==> src/rtl/lc3_rf_dbg_arbiter_if.sv <==
// Debug host command/response channel of the LC-3 register-file arbiter.
interface lc3_rf_dbg_arbiter_if;
  logic        dbg_cmd_valid;
  logic        dbg_cmd_ready;
  logic        dbg_cmd_op;
  logic [2:0]  dbg_cmd_reg;
  logic [15:0] dbg_cmd_data;
  logic        dbg_rsp_valid;
  logic        dbg_rsp_ready;
  logic [2:0]  dbg_rsp_reg;
  logic [15:0] dbg_rsp_data;
  logic        dbg_rsp_last;

  // Debug host side
  modport master (
    output dbg_cmd_valid, dbg_cmd_op, dbg_cmd_reg, dbg_cmd_data, dbg_rsp_ready,
    input  dbg_cmd_ready, dbg_rsp_valid, dbg_rsp_reg, dbg_rsp_data, dbg_rsp_last
  );

  // Arbiter side
  modport slave (
    input  dbg_cmd_valid, dbg_cmd_op, dbg_cmd_reg, dbg_cmd_data, dbg_rsp_ready,
    output dbg_cmd_ready, dbg_rsp_valid, dbg_rsp_reg, dbg_rsp_data, dbg_rsp_last
  );
endinterface

==> src/rtl/lc3_rf_dbg_arbiter.sv <==
// Shares the LC-3 register file between CPU writeback and a debug host:
// CPU writes always win, debug writes fill idle write slots (with a hold
// request after prolonged blocking), and a dump walks R0..R7 through the
// display read port onto a valid/ready response stream.
module lc3_rf_dbg_arbiter #(
  parameter int unsigned STARVE_LIMIT = 4
) (
  input  logic        clk,
  input  logic        rst,
  input  logic        cpu_we,
  input  logic [1:0]  cpu_drmux,
  input  logic [2:0]  cpu_dr,
  input  logic [15:0] cpu_d,
  output logic        cpu_hold,
  input  logic [3:0]  disp_sw,
  lc3_rf_dbg_arbiter_if.slave dbg,
  output logic        rf_we,
  output logic [1:0]  rf_drmux,
  output logic [2:0]  rf_dr,
  output logic [15:0] rf_d,
  output logic [3:0]  rf_dis_sw,
  input  logic [15:0] rf_dis_reg,
  output logic        busy
);

  localparam int unsigned DATA_W = 16;
  localparam int unsigned REG_W  = 3;
  localparam int unsigned CNT_W  = 4;
  localparam logic [CNT_W-1:0] CNT_MAX = CNT_W'(STARVE_LIMIT);
  localparam logic [REG_W-1:0] LAST_REG = REG_W'(7);

  typedef enum logic [1:0] {
    IDLE      = 2'd0,
    WR_WAIT   = 2'd1,
    DUMP_SET  = 2'd2,
    DUMP_SEND = 2'd3
  } state_t;

  state_t              state, state_nxt;
  logic [REG_W-1:0]    idx, idx_nxt;
  logic [CNT_W-1:0]    starve_cnt, starve_cnt_nxt;
  logic [REG_W-1:0]    wr_reg, wr_reg_nxt;
  logic [DATA_W-1:0]   wr_data, wr_data_nxt;
  logic                rsp_valid, rsp_valid_nxt;
  logic [REG_W-1:0]    rsp_reg, rsp_reg_nxt;
  logic [DATA_W-1:0]   rsp_data, rsp_data_nxt;
  logic                rsp_last, rsp_last_nxt;
  logic                cmd_ready;

  assign dbg.dbg_cmd_ready = cmd_ready;
  assign dbg.dbg_rsp_valid = rsp_valid;
  assign dbg.dbg_rsp_reg   = rsp_reg;
  assign dbg.dbg_rsp_data  = rsp_data;
  assign dbg.dbg_rsp_last  = rsp_last;
  assign busy              = (state != IDLE) && !rst;

  // State and datapath registers; reset drops any pending debug write
  always_ff @(posedge clk) begin
    if (rst) begin
      state      <= IDLE;
      idx        <= '0;
      starve_cnt <= '0;
      wr_reg     <= '0;
      wr_data    <= '0;
      rsp_valid  <= 1'b0;
      rsp_reg    <= '0;
      rsp_data   <= '0;
      rsp_last   <= 1'b0;
    end else begin
      state      <= state_nxt;
      idx        <= idx_nxt;
      starve_cnt <= starve_cnt_nxt;
      wr_reg     <= wr_reg_nxt;
      wr_data    <= wr_data_nxt;
      rsp_valid  <= rsp_valid_nxt;
      rsp_reg    <= rsp_reg_nxt;
      rsp_data   <= rsp_data_nxt;
      rsp_last   <= rsp_last_nxt;
    end
  end

  // Next-state logic plus write-port / display-port steering
  always_comb begin
    state_nxt      = state;
    idx_nxt        = idx;
    starve_cnt_nxt = starve_cnt;
    wr_reg_nxt     = wr_reg;
    wr_data_nxt    = wr_data;
    rsp_valid_nxt  = rsp_valid;
    rsp_reg_nxt    = rsp_reg;
    rsp_data_nxt   = rsp_data;
    rsp_last_nxt   = rsp_last;
    rf_we          = cpu_we;
    rf_drmux       = cpu_drmux;
    rf_dr          = cpu_dr;
    rf_d           = cpu_d;
    rf_dis_sw      = disp_sw;
    cpu_hold       = 1'b0;
    cmd_ready      = 1'b0;

    case (state)
      IDLE: begin
        cmd_ready = !rst;
        if (dbg.dbg_cmd_valid && !rst) begin
          if (dbg.dbg_cmd_op) begin
            idx_nxt   = '0;
            state_nxt = DUMP_SET;
          end else begin
            wr_reg_nxt  = dbg.dbg_cmd_reg;
            wr_data_nxt = dbg.dbg_cmd_data;
            state_nxt   = WR_WAIT;
          end
        end
      end

      WR_WAIT: begin
        cpu_hold = (starve_cnt == CNT_MAX);
        if (cpu_we) begin
          // CPU keeps the port even while hold is requested
          if (starve_cnt != CNT_MAX) begin
            starve_cnt_nxt = CNT_W'(starve_cnt + CNT_W'(1));
          end
        end else begin
          rf_we          = 1'b1;
          rf_drmux       = 2'b00;
          rf_dr          = wr_reg;
          rf_d           = wr_data;
          starve_cnt_nxt = '0;
          state_nxt      = IDLE;
        end
      end

      DUMP_SET: begin
        // Capture happens before any same-cycle CPU write lands
        rf_dis_sw     = {1'b0, idx};
        rsp_data_nxt  = rf_dis_reg;
        rsp_reg_nxt   = idx;
        rsp_last_nxt  = (idx == LAST_REG);
        rsp_valid_nxt = 1'b1;
        state_nxt     = DUMP_SEND;
      end

      DUMP_SEND: begin
        rf_dis_sw = {1'b0, idx};
        if (dbg.dbg_rsp_ready) begin
          rsp_valid_nxt = 1'b0;
          if (idx == LAST_REG) begin
            state_nxt = IDLE;
          end else begin
            idx_nxt   = REG_W'(idx + REG_W'(1));
            state_nxt = DUMP_SET;
          end
        end
      end

      default: state_nxt = IDLE;
    endcase

    // While in reset the file belongs to the CPU and the board switches
    if (rst) begin
      rf_we     = cpu_we;
      rf_drmux  = cpu_drmux;
      rf_dr     = cpu_dr;
      rf_d      = cpu_d;
      rf_dis_sw = disp_sw;
      cpu_hold  = 1'b0;
    end
  end

endmodule

==> src/flat_wrapper.sv <==
// flat-port wrapper written by rule: the top's interface ports become plain ports
module lc3_rf_dbg_arbiter_flat 
#(
  parameter int unsigned STARVE_LIMIT = 4
)
  (clk, rst, cpu_we, cpu_drmux, cpu_dr, cpu_d, cpu_hold, disp_sw, rf_we, rf_drmux, rf_dr, rf_d, rf_dis_sw, rf_dis_reg, busy, dbg_dbg_cmd_valid, dbg_dbg_cmd_op, dbg_dbg_cmd_reg, dbg_dbg_cmd_data, dbg_dbg_rsp_ready, dbg_dbg_cmd_ready, dbg_dbg_rsp_valid, dbg_dbg_rsp_reg, dbg_dbg_rsp_data, dbg_dbg_rsp_last);
  lc3_rf_dbg_arbiter_if dbg_i ();
  input  logic clk;
  input  logic rst;
  input  logic cpu_we;
  input  logic [1:0] cpu_drmux;
  input  logic [2:0] cpu_dr;
  input  logic [15:0] cpu_d;
  output logic cpu_hold;
  input  logic [3:0] disp_sw;
  output logic rf_we;
  output logic [1:0] rf_drmux;
  output logic [2:0] rf_dr;
  output logic [15:0] rf_d;
  output logic [3:0] rf_dis_sw;
  input  logic [15:0] rf_dis_reg;
  output logic busy;
  input wire logic [$bits(dbg_i.dbg_cmd_valid)-1:0] dbg_dbg_cmd_valid;
  input wire logic [$bits(dbg_i.dbg_cmd_op)-1:0] dbg_dbg_cmd_op;
  input wire logic [$bits(dbg_i.dbg_cmd_reg)-1:0] dbg_dbg_cmd_reg;
  input wire logic [$bits(dbg_i.dbg_cmd_data)-1:0] dbg_dbg_cmd_data;
  input wire logic [$bits(dbg_i.dbg_rsp_ready)-1:0] dbg_dbg_rsp_ready;
  output wire logic [$bits(dbg_i.dbg_cmd_ready)-1:0] dbg_dbg_cmd_ready;
  output wire logic [$bits(dbg_i.dbg_rsp_valid)-1:0] dbg_dbg_rsp_valid;
  output wire logic [$bits(dbg_i.dbg_rsp_reg)-1:0] dbg_dbg_rsp_reg;
  output wire logic [$bits(dbg_i.dbg_rsp_data)-1:0] dbg_dbg_rsp_data;
  output wire logic [$bits(dbg_i.dbg_rsp_last)-1:0] dbg_dbg_rsp_last;
  assign dbg_i.dbg_cmd_valid = dbg_dbg_cmd_valid;
  assign dbg_i.dbg_cmd_op = dbg_dbg_cmd_op;
  assign dbg_i.dbg_cmd_reg = dbg_dbg_cmd_reg;
  assign dbg_i.dbg_cmd_data = dbg_dbg_cmd_data;
  assign dbg_i.dbg_rsp_ready = dbg_dbg_rsp_ready;
  assign dbg_dbg_cmd_ready = dbg_i.dbg_cmd_ready;
  assign dbg_dbg_rsp_valid = dbg_i.dbg_rsp_valid;
  assign dbg_dbg_rsp_reg = dbg_i.dbg_rsp_reg;
  assign dbg_dbg_rsp_data = dbg_i.dbg_rsp_data;
  assign dbg_dbg_rsp_last = dbg_i.dbg_rsp_last;
  lc3_rf_dbg_arbiter #(.STARVE_LIMIT(STARVE_LIMIT)) u_core (.clk(clk), .rst(rst), .cpu_we(cpu_we), .cpu_drmux(cpu_drmux), .cpu_dr(cpu_dr), .cpu_d(cpu_d), .cpu_hold(cpu_hold), .disp_sw(disp_sw), .dbg(dbg_i), .rf_we(rf_we), .rf_drmux(rf_drmux), .rf_dr(rf_dr), .rf_d(rf_d), .rf_dis_sw(rf_dis_sw), .rf_dis_reg(rf_dis_reg), .busy(busy));
endmodule
==> config.mk <==
export PLATFORM = sky130hd
export DESIGN_NAME = lc3_rf_dbg_arbiter_flat
export DESIGN_NICKNAME = d
export VERILOG_FILES = /design/src/rtl/lc3_rf_dbg_arbiter_if.sv /design/src/rtl/lc3_rf_dbg_arbiter.sv /design/src/flat_wrapper.sv
export SDC_FILE = /design/constraint.sdc
export NUM_CORES = 1
export LEC_CHECK = 0
export CAP_MARGIN = 10
export CORE_ASPECT_RATIO = 0.7
export CORE_MARGIN = 1.5
export CORE_UTILIZATION = 42
export CTS_BUF_LIST = sky130_fd_sc_hd__clkbuf_4 sky130_fd_sc_hd__clkbuf_8
export DETAILED_ROUTE_END_ITERATION = 12
export PLACE_DENSITY = 0.83
export SKIP_CTS_REPAIR_TIMING = 1
export SYNTH_ARGS = -nofsm -noshare
export SYNTH_HDL_FRONTEND = slang
export SYNTH_SLANG_ARGS = --single-unit
==> constraint.sdc <==
create_clock -name clk -period 1.97 [get_ports clk]
set_input_delay 0.2955 -clock clk [delete_from_list [all_inputs] [get_ports clk]]
set_output_delay 0.2955 -clock clk [all_outputs]
set_load 0.005 [all_outputs]
**Routing congestion**

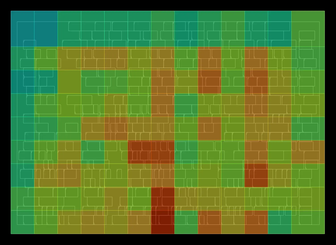
GR met1 Demand/Resource: 24.6%
Global Route Usage Sum: 19.6%

**Sequential cells coloured by netlist name**

Other sequential cells in the stronger grey, the rest of the logic in the fainter grey.
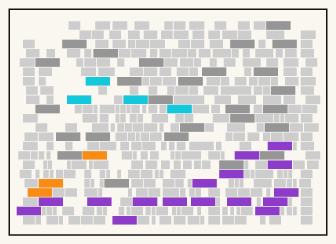
Key: purple = u_core.dbg.dbg_rsp_data [sequential cells 16]; orange = u_core.dbg.dbg_rsp_reg [sequential cells 3]; cyan = u_core.starve_cnt [sequential cells 4]
fraction of area in registers: 25.0%
storage element area: 981 sq um

**Clock wires, drivers and flops**

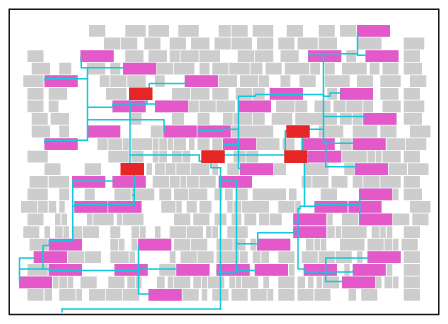
Key: magenta = flip-flops [count 49]; red = clock drivers [count 5]; cyan = clock wires [length 592 um]
There are 6 routed clock nets.
Latency at later pin: 0.29 ns
clock group total power: 604 uW
Clk pwr share: 26.6%

==> impl_metrics.json <==
{
  "status": "finished, violations left",
  "violations": "setup timing",
  "finClkSkew_ns": 0.00789,
  "fin_util_pct": 73.3,
  "grt_busiest_layer": "met2",
  "power.density_mw_per_mm2": 581,
  "antenna_cells": 0,
  "layout-drive-gt1-share_pct": 20.6,
  "syn_area_per_cell_sq_um": 9.48,
  "path_depth": 7,
  "htree_levels": 2,
  "inv_count": 4,
  "clock-sinks": 49,
  "worst_hold_slack_ns": 0.460,
  "fin_crit_ns": 2.15,
  "core_area_sq_mm": 0.00534,
  "pg_comb_uw": 597,
  "antenna_found_initial": 0,
  "yosysSeqAreaShare_pct": 41.5,
  "rsz0062_at_grt": "true",
  "p_sw_share_pct": 25.2,
  "use_met3_pct": 4.51,
  "wl_per_cell_um": 14.3,
  "hold_path_startpoint": "u_core.dbg.dbg_rsp_data[1]$_SDFFE_PP0P_",
  "clock_buffers": 6,
  "ys_cells": 249,
  "dr_wl_met2_mm": 3.03,
  "cts_tree": "built",
  "fp.dieH_um": 65.7,
  "combPwrFrac_pct": 26.2,
  "slowest_delay_ns": 0.33,
  "yosysChipArea_sq_mm": 0.00236,
  "wl_met3_um": 327,
  "syn_area_sq_mm": 0.00236,
  "slowest_stage": "mux2_2",
  "async_flop_share_pct": 0,
  "num_io_pins": 116,
  "die_x_um": 92.6,
  "viasPerCell": 4.88,
  "globalRouteMet2Util_pct": 34.5,
  "whs_path_depth": 2,
  "syn-num-nets": 319,
  "vias": 2194,
  "buf_share_pct": 36.5,
  "cp_max_fo": 4,
  "rows": 22,
  "cp_common_cell": "buf_4",
  "synth_area_leader_cell": "dfxtp_1",
  "antenna_left": 0,
  "p_switching_uw": 574,
  "nFillCells": 409,
  "cts-root-buf": "clkbuf_8",
  "synth-edff-count": 0,
  "signal_buffers": 138,
  "num_tap_cells": 72,
  "timing.rr.start": "u_core.starve_cnt[0]$_SDFFE_PP0P_",
  "synth_top_area_share_pct": 41.5,
  "cap_viol_max_count": 0,
  "p_seq_uw": 1070,
  "comb_area_sq_mm": 0.00131,
  "finalSetupTns_ns": -2.10,
  "clkCellAreaFrac_pct": 2.30,
  "yosysMostFrequentCell": "dfxtp_1",
  "worst_slack_ns": -0.178,
  "layout_top_cells": "clkdlybuf4s50_1, dfxtp_1, nand2_1",
  "fin_crit_sh_pct": 109,
  "crit_chain": "nand2b_4 > nor3_4 > buf_4 > clkbuf_16 > buf_4 > mux2_2 > dlymetal6s2s_1",
  "gp_congestion": 0.730,
  "flop-count": 49,
  "area_growth_syn_to_layout_pct": 65.9,
  "fin_nets": 448,
  "arrival_ns": 1.85,
  "initial_utilization_pct": 44.2,
  "endpoint": "rf_d[13]",
  "yosysWarnings": 0,
  "cp.required_ns": 1.67,
  "synth_cells": 249,
  "max-slew-margin-rel_pct": 78.0,
  "port_buffers": 115,
  "grt_pass1_wl_mm": 9.54,
  "clock_path_buffers": 2,
  "r2r_slack_ns": 0.41,
  "synthTopCellsByCount": "dfxtp_1, nand2_1, mux2_2",
  "ff2ff_path_depth": 5,
  "grt_start_max_net_pins": 25,
  "die_area_sq_mm": 0.00609,
  "end_kind": "output port",
  "ir_drop_mv": 0.313,
  "finalSetupViolations": 19,
  "cp-start-kind": "register",
  "drt-initial-drc-count": 73,
  "overflow": 0,
  "hpwlAfterDp_mm": 4.55,
  "largest_cell_class": "non-clock buffers",
  "drcViolationCount": 0,
  "worst_hold_path_type": "reg2reg",
  "internal_power_uw": 1700,
  "comb_area_share_pct": 33.5,
  "worst-path-buf-inv": 4
}
-- metrics by stage --
step           power [uW]  area, sq um  worst slack, ns  cells
6_report             2280         3920           -0.178    450
5_1_grt              2390         3920           -0.268    450
4_1_cts              2270         3710           -0.340    438
3_5_place_dp         1670         3620           -0.336    431
3_3_place_gp         1660         3620           -0.288    431
2_1_floorplan        1340         2360            0.393    249
-- cells by family (layout without fill, tap and decap cells) --
group / after synthesis / in the layout / synth area share, %
buffers and inverters: 20 / 149 / 4.03
muxes: 44 / 44 / 22.4
and+or+nand+nor: 97 / 97 / 21.3
DFF: 49 / 49 / 41.5
AOI/OAI and AO/OA: 35 / 35 / 8.64
adders and majority gates: 4 / 4 / 2.12
Power and IR drop assume default switching activity.
